File: src/rtl/bus_in_port.sv
// bus_in_port: input-port stage feeding a processor's bus_in/hs_in/hs_out
// interface. Bytes from an external valid/ready producer are buffered in a
// small FIFO and delivered one per processor request with a four-phase
// handshake (processor drives hs_out, this port answers on hs_in).
//
// Optional feature, macro INPORT_IRQ_EN: when defined, irq is a registered
// fill-level interrupt (set while idle with at least IRQ_LEVEL bytes queued).
// When undefined, irq is tied low and no interrupt logic is built.

module bus_in_port #(
    parameter int D_WIDTH   = 8,
    parameter int DEPTH     = 4,
    parameter int AW        = 2,
    parameter int IRQ_LEVEL = 1
) (
    input  logic               g_clk,
    input  logic               g_clr,
    input  logic [D_WIDTH-1:0] ext_data,
    input  logic               ext_valid,
    output logic               ext_ready,
    input  logic               hs_out,
    output logic [D_WIDTH-1:0] bus_in,
    output logic               hs_in,
    output logic [AW:0]        count,
    output logic               irq
);

    typedef enum logic {
        IDLE = 1'b0,
        ACK  = 1'b1
    } state_t;

    localparam logic [AW:0]   FULL_CNT = (AW + 1)'(DEPTH);
    localparam logic [AW:0]   ONE_CNT  = (AW + 1)'(1);
    localparam logic [AW-1:0] ONE_PTR  = AW'(1);

    // Reject inconsistent configurations at elaboration time.
    if (((1 << AW) != DEPTH) || (DEPTH < 2) || (IRQ_LEVEL < 1) || (IRQ_LEVEL > DEPTH)) begin : g_bad_params
        $error("bus_in_port: DEPTH must equal 2**AW (>=2) and IRQ_LEVEL must be in 1..DEPTH");
    end

    logic [D_WIDTH-1:0] mem_q [DEPTH];
    logic [AW-1:0]      wr_ptr_q;
    logic [AW-1:0]      rd_ptr_q;
    logic [AW:0]        count_q;
    logic [AW:0]        count_d;
    state_t             state_q;
    logic [D_WIDTH-1:0] bus_in_q;
    logic               hs_in_q;
    logic               push;
    logic               pop;

    // Full is judged from the registered count only, so a pop on the same
    // edge never lets a push into a full FIFO.
    assign ext_ready = (count_q != FULL_CNT);
    assign push      = ext_valid & ext_ready;
    // A request is only honoured from IDLE and only when a byte is queued.
    assign pop       = (state_q == IDLE) & hs_out & (count_q != '0);

    assign bus_in = bus_in_q;
    assign hs_in  = hs_in_q;
    assign count  = count_q;

    // Occupancy next-state: push and pop on the same edge cancel out.
    always_comb begin
        count_d = count_q;
        case ({push, pop})
            2'b10:   count_d = count_q + ONE_CNT;
            2'b01:   count_d = count_q - ONE_CNT;
            default: count_d = count_q;
        endcase
    end

    // FIFO storage; contents are don't-care after reset so it is not cleared.
    always_ff @(posedge g_clk) begin
        if (push) begin
            mem_q[wr_ptr_q] <= ext_data;
        end
    end

    // Write pointer and occupancy; the pointer wraps naturally at DEPTH.
    always_ff @(posedge g_clk or negedge g_clr) begin
        if (!g_clr) begin
            wr_ptr_q <= '0;
            count_q  <= '0;
        end else begin
            if (push) begin
                wr_ptr_q <= wr_ptr_q + ONE_PTR;
            end
            count_q <= count_d;
        end
    end

    // Handshake FSM with registered bus_in/hs_in; also owns the read pointer.
    always_ff @(posedge g_clk or negedge g_clr) begin
        if (!g_clr) begin
            state_q  <= IDLE;
            rd_ptr_q <= '0;
            bus_in_q <= '0;
            hs_in_q  <= 1'b0;
        end else begin
            case (state_q)
                IDLE: begin
                    if (pop) begin
                        bus_in_q <= mem_q[rd_ptr_q];
                        rd_ptr_q <= rd_ptr_q + ONE_PTR;
                        hs_in_q  <= 1'b1;
                        state_q  <= ACK;
                    end
                end
                ACK: begin
                    // bus_in is left holding the last byte after release.
                    if (!hs_out) begin
                        hs_in_q <= 1'b0;
                        state_q <= IDLE;
                    end
                end
                default: begin
                    hs_in_q <= 1'b0;
                    state_q <= IDLE;
                end
            endcase
        end
    end

`ifdef INPORT_IRQ_EN
    localparam logic [AW:0] IRQ_CNT = (AW + 1)'(IRQ_LEVEL);

    logic irq_q;
    logic idle_d;

    // Next-state is IDLE when no request is taken from IDLE or ACK releases.
    always_comb begin
        idle_d = ((state_q == IDLE) && !pop) || ((state_q == ACK) && !hs_out);
    end

    // Interrupt only while idle with enough bytes queued, so software is not
    // prompted during a transfer it is already servicing.
    always_ff @(posedge g_clk or negedge g_clr) begin
        if (!g_clr) begin
            irq_q <= 1'b0;
        end else begin
            irq_q <= idle_d && (count_d >= IRQ_CNT);
        end
    end

    assign irq = irq_q;
`else
    assign irq = 1'b0;
`endif

endmodule

File: config.mk
export PLATFORM = sky130hd
export DESIGN_NAME = bus_in_port
export DESIGN_NICKNAME = d
export VERILOG_FILES = /design/src/rtl/bus_in_port.sv
export SDC_FILE = /design/constraint.sdc
export NUM_CORES = 1
export LEC_CHECK = 0
export CORE_MARGIN = 2
export CORE_UTILIZATION = 45
export CTS_BUF_LIST = sky130_fd_sc_hd__clkbuf_16
export DETAILED_ROUTE_END_ITERATION = 10
export GPL_ROUTABILITY_DRIVEN = 0
export PLACE_DENSITY = 0.71
export SETUP_SLACK_MARGIN = 0.3
export SLEW_MARGIN = 5
export SYNTH_ARGS = -nofsm -noshare
export SYNTH_HDL_FRONTEND = slang
export SYNTH_SLANG_ARGS = --single-unit
File: constraint.sdc
create_clock -name g_clk -period 3.1 [get_ports g_clk]
set_input_delay 0.62 -clock g_clk [delete_from_list [all_inputs] [get_ports g_clk]]
set_output_delay 0.62 -clock g_clk [all_outputs]
set_load 0.02 [all_outputs]
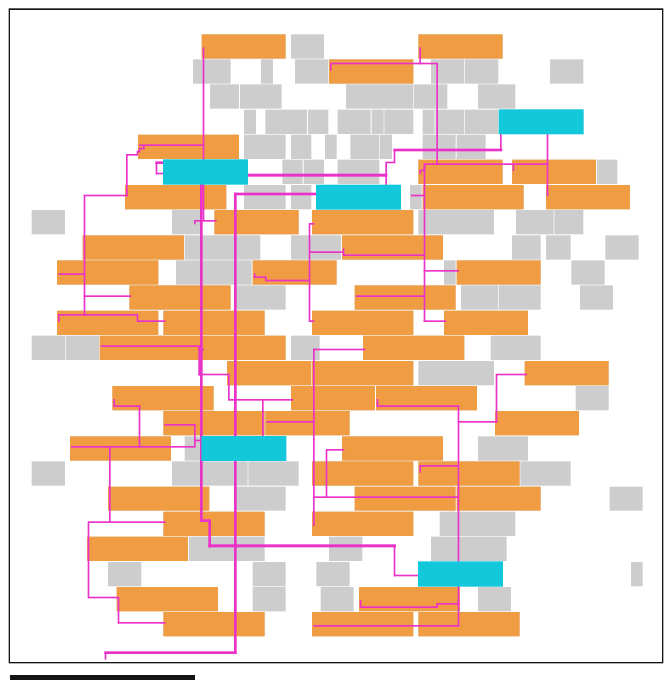
clk_routes.png
Bar = 20 um.
[flip-flops] orange | count: 49
[clock drivers] cyan | count: 5
[clock wires] magenta | length: 613 um
routed clock nets: 6

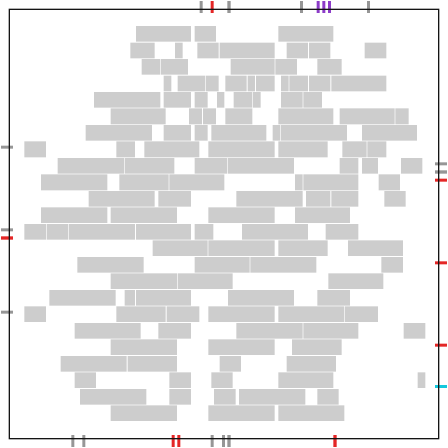
io_placement.png
Pins as bars across the die edge, other pins in gray.
[irq] cyan | pins: 1 | direction: output | edge: east
[count] purple | pins: 3 | direction: output | edge: north
[bus_in] red | pins: 8 | direction: output | edge: 3 east, 3 south, 1 north, 1 west
chip width: 70.6 um
IO Port Bufs: 24

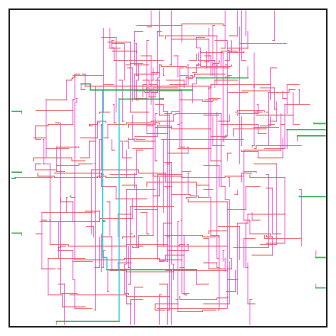
wires.png
[metal 4] cyan | wire length: 90.7 um
[metal 2] magenta | wire length: 1710 um
[metal 3] green | wire length: 116 um
[metal 1] red | wire length: 1250 um
detailed-route via count: 939
WL final: 3.17 mm
gr usage total: 14.5%
Routed wire per std cell: 17.3 um

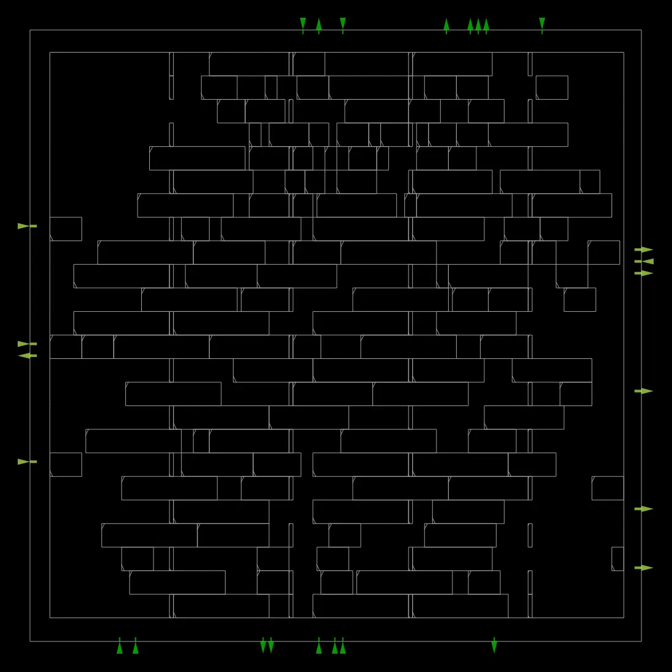
placement.png
Rows: 24
registers: 49
Final Non-Filler Cells: 183

==> flow_summary.toml <==
# flow metrics
[timing]
period_needed_ns = 2.38
hold_viol = 0
finalSetupViolCount = 0
fin_setup_tns_ns = 0
fmax_ghz = 0.420
finClkSkew_ns = 0.00805

[yosys]
edf_count = 32
xor_share_pct = 2.63
top_area_cell = "edfxtp_1"
ys_ff = 49
yosys_warnings = 0
top_cell_area_share_pct = 48.2
syn_inst = 103
ys_types = 26
ys_sh_simple_pct = 4.27
top_cells_by_count = "32 x edfxtp_1, 17 x dfrtp_1, 8 x mux4_2"
yosys-top-cells-area = "edfxtp_1 48%, dfrtp_1 21%, mux4_2 9.0%"
synth.cell_area_um2 = 1990
ys_area_um2 = 1990

[drt]
routed_via_density = 5.13
drt_iter0_drc = 32
drc_errors = 0

[cells_and_area]
sh_comb_area_pct = 23.1
top_register = "mem_q"
drive_gt1_share_pct = 21.4
regArea_um2 = 1390
comb_cells = 44
seq_share_pct = 57.4
num_antenna_cells = 0
final-nonclk-buf-share_pct = 9.95
inv_count = 6
n_fill_cell = 351
syn_to_final_growth_pct = 21.1
clkbuf_count = 5
clkCellAreaFrac_pct = 5.91

[setup_path]
worstPathRequired_ns = 2.48
cp_num_buf_inv = 1
critPathCaptureType = "output port"
cp_cell_sequence = "or3b_1 > clkdlybuf4s50_1"
max_stage_delay_ns = 0.57
critPathSlowestCell = "clkdlybuf4s50_1"
r2r_end = "count[2]$_DFFE_PN0P_"

[place]
dp_hpwl_mm = 2.13

[clocking]
h-tree-depth = 2
cts.repair.resized = 0
cts_hold_buf = 0
clk_pin_slew_ns = 0.06
cts_tree = "built"
clock_sinks = 49
post_cts_buffers = 0
clockRootBuffer = "clkbuf_16"
cts.path.max_buffers = 2

[floorplanning]
die-area_um2 = 4980
core_area_um2 = 4320
fp_util_pct = 46.1

[power]
vdd_drop_max_uv = 324
power.leakage_nw = 0.927

[hold_path]
whs_endpoint = "hs_in$_DFFE_PN0P_"
holdCritPathClass = "flop to flop"
min_path_cells = 1

[grt]
first_global_vias = 1034

[outcome]
status = "complete, no violations"
==> stage by stage <==
stage                     instances  hold slack [ns]  power (mW)  util (%)  area (um2)
final                           183            0.488        2.37      55.8        2410
after global routing            183            0.517        2.50      55.8        2410
after CTS                       183            0.498        2.41      55.8        2410
after detailed placement        175            0.483        1.87      52.5        2270
after global placement          175            0.466        1.83      52.5        2270
after floorplan                 103            0.324        1.57         -        1990
==> power by group <==
part           internal [mW]  switching (mW)
Sequential             0.903           0.151
Clock                  0.296           0.229
Combinational          0.449           0.340
==> routing by layer <==
layer / up-vias / track usage (%) / wire length, um
li1: 432 / - / -
met1: 484 / 16.0 / 1250
met2: 18 / 24.4 / 1710
met3: 5 / 4.84 / 115
met4: 0 / 8.81 / 90
met5: - / 0 / 0
No activity file was given, so power comes from the tool's default toggle rates.
